[config.mk]
export PLATFORM = sky130hd
export DESIGN_NAME = tx_skp_insert
export DESIGN_NICKNAME = d
export VERILOG_FILES = /design/src/rtl/tx_skp_insert_pkg.sv /design/src/rtl/skp_interval_timer.sv /design/src/rtl/tx_skp_insert.sv
export SDC_FILE = /design/constraint.sdc
export NUM_CORES = 1
export LEC_CHECK = 0
export ABC_AREA = 1
export CAP_MARGIN = 20
export CORE_ASPECT_RATIO = 1.75
export CORE_UTILIZATION = 35
export CTS_BUF_LIST = sky130_fd_sc_hd__clkbuf_4 sky130_fd_sc_hd__clkbuf_8
export CTS_CLUSTER_DIAMETER = 100
export DETAILED_ROUTE_END_ITERATION = 6
export GPL_TIMING_DRIVEN = 0
export PLACE_DENSITY = 0.68
export SLEW_MARGIN = 0
export SYNTH_ARGS = -nofsm -noshare
export SYNTH_HDL_FRONTEND = slang
export SYNTH_SLANG_ARGS = --single-unit
export TNS_END_PERCENT = 30
[constraint.sdc]
create_clock -name clk -period 1.9 [get_ports clk]
set_input_delay 0.38 -clock clk [delete_from_list [all_inputs] [get_ports clk]]
set_output_delay 0.38 -clock clk [all_outputs]
set_load 0.02 [all_outputs]
[src/rtl/tx_skp_insert_pkg.sv]
// Shared symbol codes, FSM encoding and framing helpers for the TX SKP inserter.
package tx_skp_insert_pkg;

    localparam logic [7:0] K_COM = 8'hBC;
    localparam logic [7:0] K_SKP = 8'h1C;
    localparam logic [7:0] K_STP = 8'hFB;
    localparam logic [7:0] K_SDP = 8'h5C;
    localparam logic [7:0] K_END = 8'hFD;
    localparam logic [7:0] K_EDB = 8'hFE;

    typedef enum logic {
        S_PASS = 1'b0,
        S_SKP  = 1'b1
    } state_t;

    function automatic logic is_pkt_start(input logic k, input logic [7:0] d);
        return k && ((d == K_STP) || (d == K_SDP));
    endfunction

    function automatic logic is_pkt_end(input logic k, input logic [7:0] d);
        return k && ((d == K_END) || (d == K_EDB));
    endfunction

endpackage

[src/rtl/skp_interval_timer.sv]
// SKP interval timer: symbol counter, pending request and late flag.
// Latency: pending is combinational on force/threshold; late is a registered pulse.
// Backpressure: none; clr holds the counter at zero while a set is in progress.
module skp_interval_timer
    import tx_skp_insert_pkg::*;
#(
    parameter int SKP_INTERVAL = 1180,
    parameter int SKP_MAX      = 1538,
    localparam int CW          = $clog2(SKP_MAX + 1)
) (
    input  logic clk,
    input  logic rst_n,
    input  logic clr,
    input  logic skp_disable,
    input  logic force_req,
    output logic pending,
    output logic late
);

    localparam logic [CW-1:0] INTERVAL = CW'(SKP_INTERVAL);
    localparam logic [CW-1:0] MAX      = CW'(SKP_MAX);
    localparam logic [CW-1:0] MAX_M1   = CW'(SKP_MAX - 1);

    logic [CW-1:0] sym_cnt_q, sym_cnt_d;
    logic          pending_q, pending_d;
    logic          late_q, late_d;

    always_comb begin
        pending   = ~skp_disable & (pending_q | force_req | (sym_cnt_q >= INTERVAL));
        sym_cnt_d = sym_cnt_q;
        pending_d = pending;
        late_d    = 1'b0;
        if (skp_disable || clr) begin
            sym_cnt_d = '0;
            pending_d = 1'b0;
        end else begin
            if (sym_cnt_q != MAX) begin
                sym_cnt_d = sym_cnt_q + CW'(1);
            end
            // Only the step onto MAX fires; a saturated counter stays quiet.
            late_d = pending && (sym_cnt_q == MAX_M1);
        end
    end

    always_ff @(posedge clk) begin
        if (!rst_n) begin
            sym_cnt_q <= '0;
            pending_q <= 1'b0;
            late_q    <= 1'b0;
        end else begin
            sym_cnt_q <= sym_cnt_d;
            pending_q <= pending_d;
            late_q    <= late_d;
        end
    end

    assign late = late_q;

endmodule

[src/rtl/tx_skp_insert.sv]
// TX clock-tolerance compensation: inserts COM + SKP_LEN x SKP between packets.
// Latency: accepted symbol appears on data_out one clock later.
// Backpressure: in_ready low on the COM-decision cycle and through the SKP symbols.
module tx_skp_insert
    import tx_skp_insert_pkg::*;
#(
    parameter int SKP_INTERVAL = 1180,
    parameter int SKP_MAX      = 1538,
    parameter int SKP_LEN      = 3
) (
    input  logic       clk,
    input  logic       rst_n,
    input  logic       tx_skp_disable,
    input  logic       tx_skp_force,
    input  logic       in_valid,
    input  logic [7:0] in_data,
    input  logic       in_kcntl,
    output logic       in_ready,
    output logic [7:0] data_out,
    output logic       kcntl_out,
    output logic       skp_inserted,
    output logic       skp_late,
    output logic       in_pkt
);

    localparam logic [2:0] LEN = 3'(SKP_LEN);

    state_t     state_q, state_d;
    logic [2:0] cnt_q, cnt_d;
    logic [7:0] data_q, data_d;
    logic       kcntl_q, kcntl_d;
    logic       skp_ins_q, skp_ins_d;
    logic       in_pkt_q, in_pkt_d;

    logic pending, late, start_skp, accept, timer_clr, force_ok;

    assign force_ok  = tx_skp_force & (state_q == S_PASS);
    assign start_skp = pending & ~in_pkt_q & ~tx_skp_disable & (state_q == S_PASS);
    assign in_ready  = (state_q == S_PASS) & ~start_skp;
    assign accept    = in_valid & in_ready;
    // Counting resumes only after the last SKP, so the period covers the whole set.
    assign timer_clr = start_skp | (state_q == S_SKP);

    skp_interval_timer #(
        .SKP_INTERVAL (SKP_INTERVAL),
        .SKP_MAX      (SKP_MAX)
    ) u_timer (
        .clk         (clk),
        .rst_n       (rst_n),
        .clr         (timer_clr),
        .skp_disable (tx_skp_disable),
        .force_req   (force_ok),
        .pending     (pending),
        .late        (late)
    );

    always_comb begin
        state_d   = state_q;
        cnt_d     = cnt_q;
        data_d    = 8'h00;
        kcntl_d   = 1'b0;
        skp_ins_d = 1'b0;
        in_pkt_d  = in_pkt_q;

        if (accept) begin
            if (is_pkt_start(in_kcntl, in_data)) begin
                in_pkt_d = 1'b1;
            end else if (is_pkt_end(in_kcntl, in_data)) begin
                in_pkt_d = 1'b0;
            end
        end

        case (state_q)
            S_PASS: begin
                if (start_skp) begin
                    data_d    = K_COM;
                    kcntl_d   = 1'b1;
                    skp_ins_d = 1'b1;
                    state_d   = S_SKP;
                    cnt_d     = 3'd1;
                end else if (accept) begin
                    data_d  = in_data;
                    kcntl_d = in_kcntl;
                end
            end
            S_SKP: begin
                data_d  = K_SKP;
                kcntl_d = 1'b1;
                if (cnt_q == LEN) begin
                    state_d = S_PASS;
                end else begin
                    cnt_d = cnt_q + 3'd1;
                end
            end
            default: state_d = S_PASS;
        endcase
    end

    always_ff @(posedge clk) begin
        if (!rst_n) begin
            state_q   <= S_PASS;
            cnt_q     <= 3'd0;
            data_q    <= 8'h00;
            kcntl_q   <= 1'b0;
            skp_ins_q <= 1'b0;
            in_pkt_q  <= 1'b0;
        end else begin
            state_q   <= state_d;
            cnt_q     <= cnt_d;
            data_q    <= data_d;
            kcntl_q   <= kcntl_d;
            skp_ins_q <= skp_ins_d;
            in_pkt_q  <= in_pkt_d;
        end
    end

    assign data_out     = data_q;
    assign kcntl_out    = kcntl_q;
    assign skp_inserted = skp_ins_q;
    assign skp_late     = late;
    assign in_pkt       = in_pkt_q;

endmodule

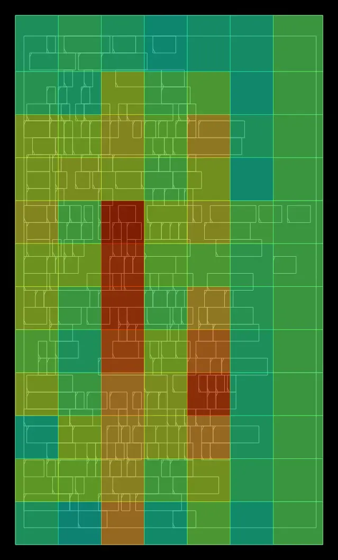
**Above:** run 1 (congestion heat map).
WL/cell: 9.88 um
met3 usage: 2.87%
met1 Track Usage GR: 15.2%

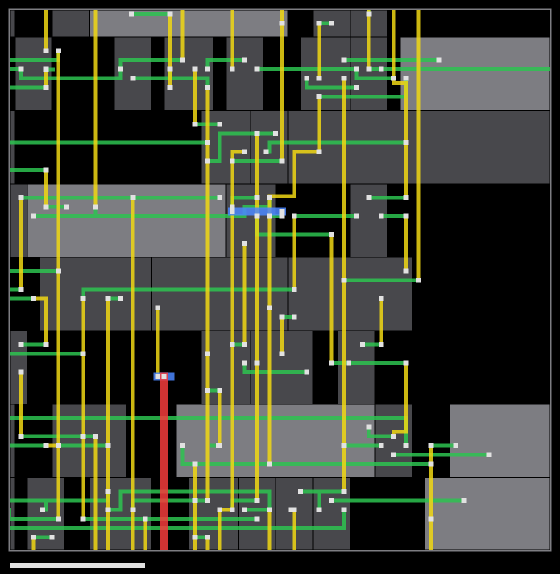
**Above:** run 1 (zoomed window).
Scale bar: 5 um. Region (15, 49) to (35, 69) um. Cells in grey, sequential cells in the stronger grey; small squares are vias.
Key: M3 = blue; M2 = yellow; M1 = green; M4 = red
Sequential cells in the window: 5. 30 logic cells have their middle in the window. Most frequent: dfxtp_1 (5), inv_1 (4), nand2_1 (4). Netlist names of flops here include cnt_q (2), data_out (2).

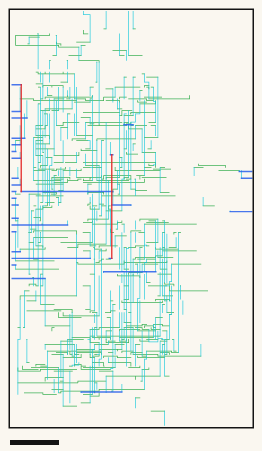
**Above:** run 1 (metal layers overlaid).
Scale bar: 10 um.
Key: M4 = red [wire length 42.8 um]; M2 = cyan [wire length 1,340 um]; M3 = blue [wire length 109 um]; M1 = green [wire length 1,100 um]

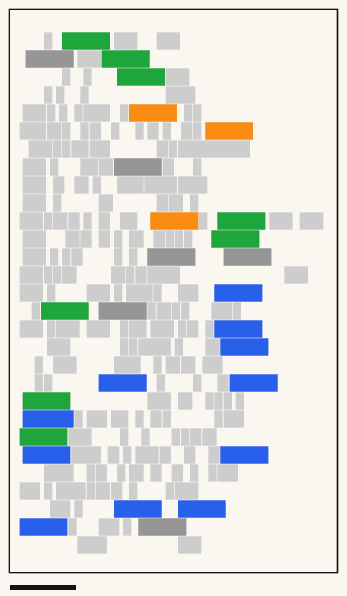
**Above:** run 1 (sequential cells grouped by signal name).
Scale bar: 10 um. Other sequential cells in the stronger grey, the rest of the logic in the fainter grey.
Key: data_out = green [sequential cells 8]; cnt_q = orange [sequential cells 3]; u_timer.sym_cnt_q = blue [sequential cells 11]
Another 6 sequential cells are not coloured.

==> flow_metrics.env, run 1 <==
# flow metrics
export IMPL_design_core_area_sq_um=3700
export IMPL_die_h_um=84.9
export IMPL_num_io_pins=27
export IMPL_max_slew_margin_pct=79.9
export IMPL_fin_util_pct=48.6
export IMPL_syn_area_per_cell_sq_um=7.56
export IMPL_ys_warn_count=0
export IMPL_multi_input_comb_cells=123
export IMPL_fp_util_pct=37.2
export IMPL_final_area_sq_um=1800
export IMPL_dr_pass1_iters=4
export IMPL_edf_count=0
export IMPL_crit_required_ps=1520
export IMPL_hp_class="flop to flop"
export IMPL_grt_ovfl_total=0
export IMPL_crit_start="u_timer.sym_cnt_q[7]"
export IMPL_crit_family="simple AND/OR/NAND/NOR gates"
export IMPL_detail_route_antenna_nets=0
export IMPL_drtIter0Drc=18
export IMPL_buffers=31
export IMPL_cp_cell_sequence="nand2_1, nor2_2, nand2_1, nand3_2, nand2_4, nand2_4, inv_4, buf_6"
export IMPL_seq_area_share_pct=31.2
export IMPL_top_layer="met4"
export IMPL_min_from="cnt_q[1]"
export IMPL_drc=0
export IMPL_max_cap_viol_count=0
export IMPL_layout_min_cycle_time_ps=1820
export IMPL_flop_area_sq_um=562
export IMPL_layout_setup_ws_ps=83.4
export IMPL_run_status="completed"
export IMPL_diodes=0
export IMPL_criticalPathCategory="flop to output port"
export IMPL_ff_type="dfxtp_1"
export IMPL_area_combinational_sq_um=691
export IMPL_syn_num_nets=202
export IMPL_post_cts_setup_buffer_count=1
export IMPL_nClkBuffers=3
export IMPL_worstSetupEndpoint="in_ready"
export IMPL_hold_viol=0
export IMPL_total_power_mw=1.30
export IMPL_area_delta_synth_final_pct=30.8
export IMPL_regMostFlops="u_timer.sym_cnt_q"
export IMPL_ctsHoldBuffers=0
export IMPL_tightestPinTransition_ps=300
export IMPL_ys_types=23
export IMPL_fin_setup_tns_ps=0
export IMPL_ys_cells=182
export IMPL_critPathMaxFanout=4
export IMPL_final_cell_count_no_fill=262
export IMPL_power_density_nw_per_um2=720
export IMPL_wl_met2_um=1340
export IMPL_top_area_cell="dfxtp_1"
export IMPL_path_clk_slew_ps=100
export IMPL_openroad_warnings=30
export IMPL_grtUsageMet2_pct=26.3
export IMPL_inv_count=30
export IMPL_wl_met1_um=1100
export IMPL_nonClkBufAreaFrac_pct=16.8
export IMPL_grt_pass1_vias=1204
export IMPL_top_area_share_pct=40.8
export IMPL_hold_path_end="cnt_q[1]"
export IMPL_endpoint_kind="output port"
export IMPL_cts_buffers=3
export IMPL_skew_ps=9.29
export IMPL_grt_max_degree=17
==> run 1: kinds of logic (layout without fill, tap and decap cells) <==
family | count (synthesis) | count (layout) | share of synthesized area (%)
DFF | 28 | 28 | 40.8
adders and majority gates | 6 | 6 | 5.46
buffers and inverters | 31 | 65 | 9.19
AOI/OAI and AO/OA | 12 | 12 | 5.46
and+or+nand+nor | 99 | 99 | 35.3
xor gates and xnor gates | 6 | 6 | 3.82
==> run 1: power by group <==
part | internal, mW | switching (mW) | leakage, nW
Clock | 0.282 | 0.179 | 0.0357
Combinational | 0.0997 | 0.112 | 0.494
Sequential | 0.612 | 0.0109 | 0.229
==> run 2: changes to the inputs <==
Settings changed: ABC_AREA 1 to default.
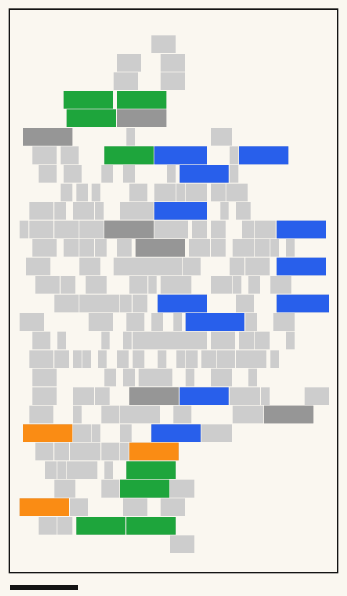
**Above:** run 2 (sequential cells grouped by signal name).
Scale bar: 10 um. Other sequential cells in the stronger grey, the rest of the logic in the fainter grey.
Key: cnt_q = orange [sequential cells 3]; u_timer.sym_cnt_q = blue [sequential cells 11]; data_out = green [sequential cells 8]
Another 6 sequential cells are not coloured.

==> run 2 against run 1 <==
The run now ends with negative setup slack left. Register-to-register slack lost 260 ps. Clock skew decreased by 2.1 ps. Combinational power down 3%. Sequential share of layout area rose by 1.8 points. Clock power about the same.
==> flow_metrics.env, run 2 <==
# flow metrics
export IMPL_nClkBuffers=3
export IMPL_regMostFlops="u_timer.sym_cnt_q"
export IMPL_wl_met1_um=1070
export IMPL_design_core_area_sq_um=3470
export IMPL_ff_type="dfxtp_1"
export IMPL_nonClkBufAreaFrac_pct=17.8
export IMPL_criticalPathCategory="flop to output port"
export IMPL_top_area_share_pct=43.2
export IMPL_path_clk_slew_ps=100
export IMPL_crit_required_ps=1520
export IMPL_use_met1_pct=16.7
export IMPL_p_comb_share_pct=15.9
export IMPL_endpoint_kind="output port"
export IMPL_multi_input_comb_cells=102
export IMPL_top_layer="met4"
export IMPL_ys_types=35
export IMPL_dp_hpwl_um=2060
export IMPL_xor_share_pct=6.75
export IMPL_die_h_um=82.5
export IMPL_seqPwrFrac_pct=48.3
export IMPL_simple_gate_share_pct=27.2
export IMPL_critPathMaxFanout=2
export IMPL_ys_warn_count=0
export IMPL_adder_share_pct=5.79
export IMPL_p_switching_uw=298
export IMPL_grt_max_degree=17
export IMPL_avgRoutedWirePerCell_um=12.5
export IMPL_top_logic_kind="simple AND/OR/NAND/NOR gates"
export IMPL_final_area_sq_um=1720
export IMPL_wl_met2_um=1550
export IMPL_pwr_share_clk_pct=35.8
export IMPL_placed_area_sq_um=1600
export IMPL_rsz0062_at_grt="yes"
export IMPL_synth_area_sq_um=1300
export IMPL_power_density_nw_per_um2=750
export IMPL_syn_num_nets=160
export IMPL_total_power_mw=1.29
export IMPL_ys_cells=140
export IMPL_p_sw_share_pct=23.1
export IMPL_area_delta_synth_final_pct=32.4
export IMPL_max_cap_viol_count=0
export IMPL_grt_ovfl_total=0
export IMPL_hp_class="input pin to flop"
export IMPL_top_area_cell="dfxtp_1"
export IMPL_clock_sinks=28
export IMPL_layout_setup_ws_ps=-223
export IMPL_tightestPinTransition_ps=443
export IMPL_area_combinational_sq_um=706
export IMPL_vias=1122
export IMPL_powerComb_uw=205
export IMPL_edf_count=0
export IMPL_drtIter0Drc=29
export IMPL_crit_family="AND-OR/OR-AND gates"
export IMPL_skew_ps=7.19
export IMPL_detail_route_antenna_nets=0
export IMPL_syn_area_per_cell_sq_um=9.27
export IMPL_cpMaxStageDelayCell="a2111oi_4"
export IMPL_p_seq_uw=623
export IMPL_power_leader="registers"
export IMPL_nFlopsAndLatches=28
export IMPL_max_slew_margin_pct=70.5
export IMPL_critPathBufInv=1
export IMPL_p_int_uw=991
export IMPL_inv_count=3
export IMPL_dr_pass1_iters=4
export IMPL_grt_pass1_vias=1119
export IMPL_compound_area_share_pct=13.4
export IMPL_grtUsageMet2_pct=29.3
export IMPL_setup_viol=1
export IMPL_buffers=35
export IMPL_pg_clk_uw=461
export IMPL_openroad_warnings=32
export IMPL_cp_cell_sequence="a311o_1, a2111oi_4, nor3_4, nor2_1, buf_4"
export IMPL_mux_share_pct=0.771
export IMPL_cts_buffers=3
export IMPL_fin_util_pct=49.5
export IMPL_hold_viol=0
export IMPL_diodes=0
export IMPL_fin_setup_tns_ps=-223
export IMPL_flop_area_sq_um=568
export IMPL_run_status="complete, but fails checks"
export IMPL_fp_util_pct=37.4
export IMPL_num_io_pins=27
export IMPL_violations="negative setup slack"
export IMPL_grt_use_met3_pct=1.96
export IMPL_drc=0
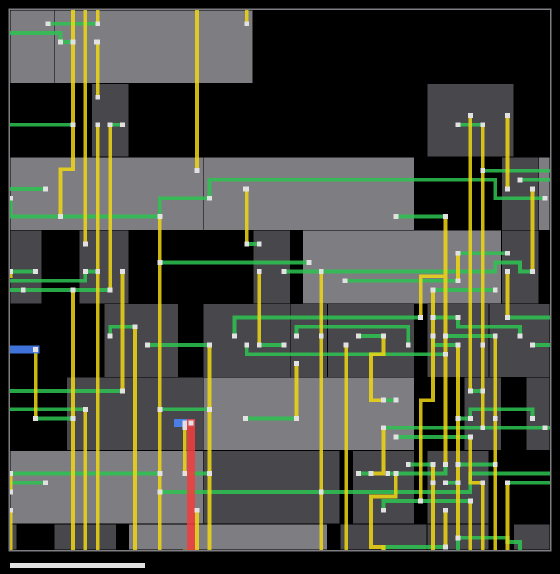
**Above:** run 2 (zoomed window).
Scale bar: 5 um. Region (14, 48) to (34, 68) um. Cells in grey, sequential cells in the stronger grey; small squares are vias.
Key: M1 = green; M3 = blue; M2 = yellow; M4 = red
Netlist names of flops here include u_timer.sym_cnt_q (3). 24 logic cells have their middle in the window. Sequential cells in the window: 6. Most frequent: nor2_1 (5), xor2_1 (4), dfxtp_1 (4).

run 2: cell count changes after synthesis, sizes merged, moves of 5 or more:
cell	delta
clkbuf	+7
nand2	-34
nand3	-11
nor2	-9
nand3b	+5
inv	-27
run 2: path summary, 6_finish.rpt:
path	from	to	slack (ps)	depth (start not counted)
setup / recovery	u_timer.sym_cnt_q[2]	in_ready	-220	5
hold / removal	in_valid	data_out[5]	480	3
setup reg to reg	u_timer.sym_cnt_q[2]	u_timer.sym_cnt_q[1]	70	6
hold reg to reg	cnt_q[2]	cnt_q[2]	520	2
run 2: repair_timing:
| action | CTS | global route |
|---|---|---|
| pin swaps | 3 | 1 |
| setup buffers | 3 | 1 |
| gates cloned | 0 | 0 |
| hold buffers | 0 | 0 |
| gates resized | 11 | 4 |
| endpoints found under the setup margin | 11 | 19 |
==> run 3: changes to the inputs <==
Settings changed: ABC_AREA from default to 1, SKIP_CTS_REPAIR_TIMING from default to 1, SYNTH_HIERARCHICAL from default to 1.
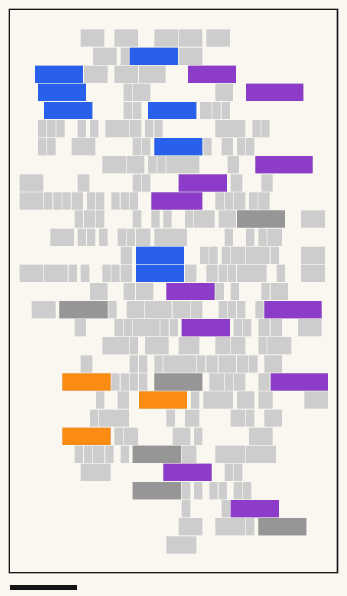
**Above:** run 3 (sequential cells grouped by signal name).
Scale bar: 10 um. Other sequential cells in the stronger grey, the rest of the logic in the fainter grey.
Key: cnt_q = orange [sequential cells 3]; u_timer/sym_cnt_q = purple [sequential cells 11]; data_out = blue [sequential cells 8, where top middle]
Another 6 sequential cells are not coloured.

==> run 3 against run 2 <==
The run now ends clean. Fmax increased by 13%. Count of clock-buffer cells in the layout unchanged. Sequential cell count unchanged. Register-to-register slack improved by 170 ps. Combinational power decreased by 9.8%. Cell count increased by 30%. Critical path type unchanged. Highest routed layer unchanged.
==> flow_metrics.env, run 3 <==
# flow metrics
export IMPL_xor_share_pct=0.644
export IMPL_wl_met1_um=1070
export IMPL_pwr_share_clk_pct=28.0
export IMPL_layout_setup_ws_ps=14.2
export IMPL_vias=1291
export IMPL_dp_hpwl_um=2260
export IMPL_p_seq_uw=614
export IMPL_crit_start="u_timer/sym_cnt_q[4]"
export IMPL_grt_use_met3_pct=1.81
export IMPL_p_comb_share_pct=16.7
export IMPL_p_sw_share_pct=25.0
export IMPL_grtUsageMet2_pct=27.1
export IMPL_synth_area_sq_um=1360
export IMPL_area_delta_synth_final_pct=36.2
export IMPL_placed_area_sq_um=1680
export IMPL_dr_pass1_iters=4
export IMPL_avgRoutedWirePerCell_um=10.1
export IMPL_grt_max_degree=15
export IMPL_critPathMaxFanout=5
export IMPL_hp_class="flop to flop"
export IMPL_skew_ps=4.57
export IMPL_powerComb_uw=185
export IMPL_openroad_warnings=31
export IMPL_top_layer="met4"
export IMPL_clock_sinks=28
export IMPL_edf_count=0
export IMPL_top_area_share_pct=41.2
export IMPL_adder_share_pct=5.52
export IMPL_setup_viol=0
export IMPL_mux_share_pct=0
export IMPL_total_power_mw=1.11
export IMPL_r2r_slack_ps=240
export IMPL_fin_setup_tns_ps=0
export IMPL_drc=0
export IMPL_die_h_um=84.5
export IMPL_detail_route_antenna_nets=0
export IMPL_min_from="cnt_q[2]"
export IMPL_top_logic_kind="simple AND/OR/NAND/NOR gates"
export IMPL_syn_num_nets=216
export IMPL_p_switching_uw=277
export IMPL_layout_min_cycle_time_ps=1890
export IMPL_diodes=0
export IMPL_ys_warn_count=6
export IMPL_crit_required_ps=1520
export IMPL_worstSetupEndpoint="in_ready"
export IMPL_final_area_sq_um=1850
export IMPL_final_cell_count_no_fill=282
export IMPL_simple_gate_share_pct=36.2
export IMPL_ff_type="dfxtp_1"
export IMPL_design_core_area_sq_um=3660
export IMPL_ys_cells=196
export IMPL_use_met1_pct=12.5
export IMPL_max_slew_margin_pct=78.6
export IMPL_rsz0062_at_grt="yes"
export IMPL_reg2reg_to="u_timer/sym_cnt_q[4]"
export IMPL_grt_pass1_vias=1131
export IMPL_flop_area_sq_um=577
export IMPL_criticalPathCategory="flop to output port"
export IMPL_p_int_uw=833
export IMPL_ys_types=22
export IMPL_endpoint_kind="output port"
export IMPL_hold_path_end="cnt_q[2]"
export IMPL_drtIter0Drc=19
export IMPL_wl_met2_um=1650
export IMPL_cts_buffers=3
export IMPL_run_status="completed"
export IMPL_fp_util_pct=37.1
export IMPL_reg2reg_depth=13
export IMPL_tightestPinTransition_ps=321
export IMPL_max_cap_viol_count=0
export IMPL_seqPwrFrac_pct=55.3
export IMPL_grt_ovfl_total=0
export IMPL_fin_util_pct=50.6
export IMPL_power_leader="registers"
export IMPL_topCellsByArea="dfxtp_1, nand2_1, nor2_1"
export IMPL_reg2reg_from="u_timer/sym_cnt_q[5]"
export IMPL_path_clk_slew_ps=90
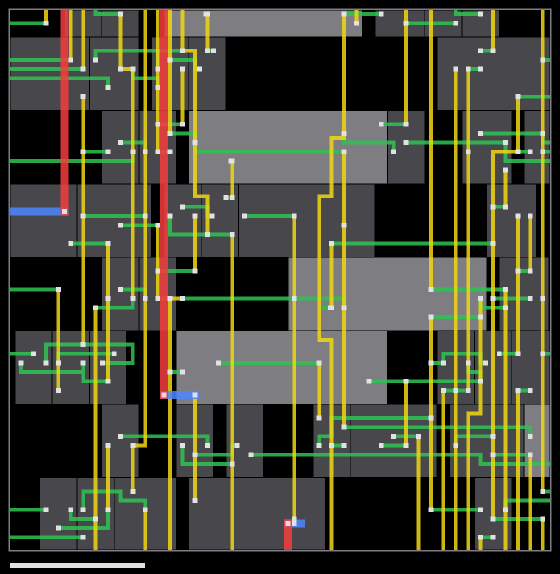
**Above:** run 3 (zoomed window).
Scale bar: 5 um. Region (15, 49) to (35, 69) um. Cells in grey, sequential cells in the stronger grey; small squares are vias.
Key: M2 = yellow; M4 = red; M1 = green; M3 = blue
Netlist names of flops here include u_timer/sym_cnt_q (2), data_out (1). Sequential cells in the window: 3. 39 logic cells have their middle in the window. Most frequent: nand2_1 (13), inv_1 (5).

[run 3: cell types whose count changed after synthesis, moves of 5 or more]
cell / before / now
inv_2: 0 / 5
nand2_1: 7 / 50
nor2_1: 18 / 33
clkbuf_1: 7 / 0
o21ai_0: 0 / 6
inv_1: 3 / 27
nand4_1: 9 / 2
xor2_1: 8 / 1
nand3_1: 4 / 10
[run 3: cell type report]
cell class / instances / share of cell area, %
repair buffers: 37 / 18.7
flip-flops and latches: 28 / 31.1
clock buffers: 3 / 2.23
well taps: 46 / 3.11
inverters: 32 / 6.62
multi-input cells: 136 / 38.2
[run 3: worst max-delay path, cell delays in order, from the launching register on]
cell,delay (ps)
dfxtp_4,380
nand3_2,70
nand2_1,50
nand2_1,50
nand2_1,70
nand2_2,60
a21oi_2,150
nand3_2,130
nand2_4,120
inv_4,50
buf_6,120

==> notes/layouts.md <==
Pictures saved along the way, in no particular order.

Gate families picked out.
Scale bar: 10 um.
panel A
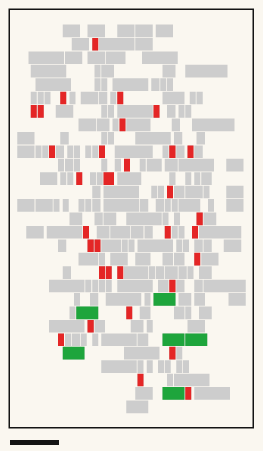
panel B
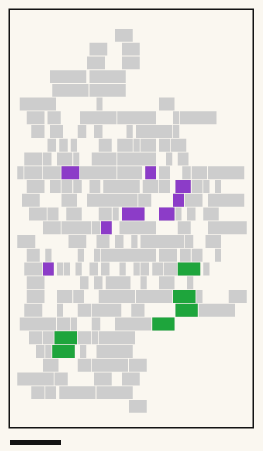
panel C
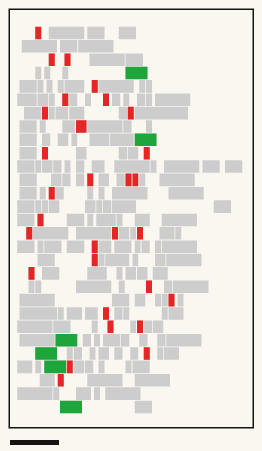
- panel C = run 1
- panel A = run 3
- panel B = run 2

No activity file was given, so power comes from the tool's default toggle rates.
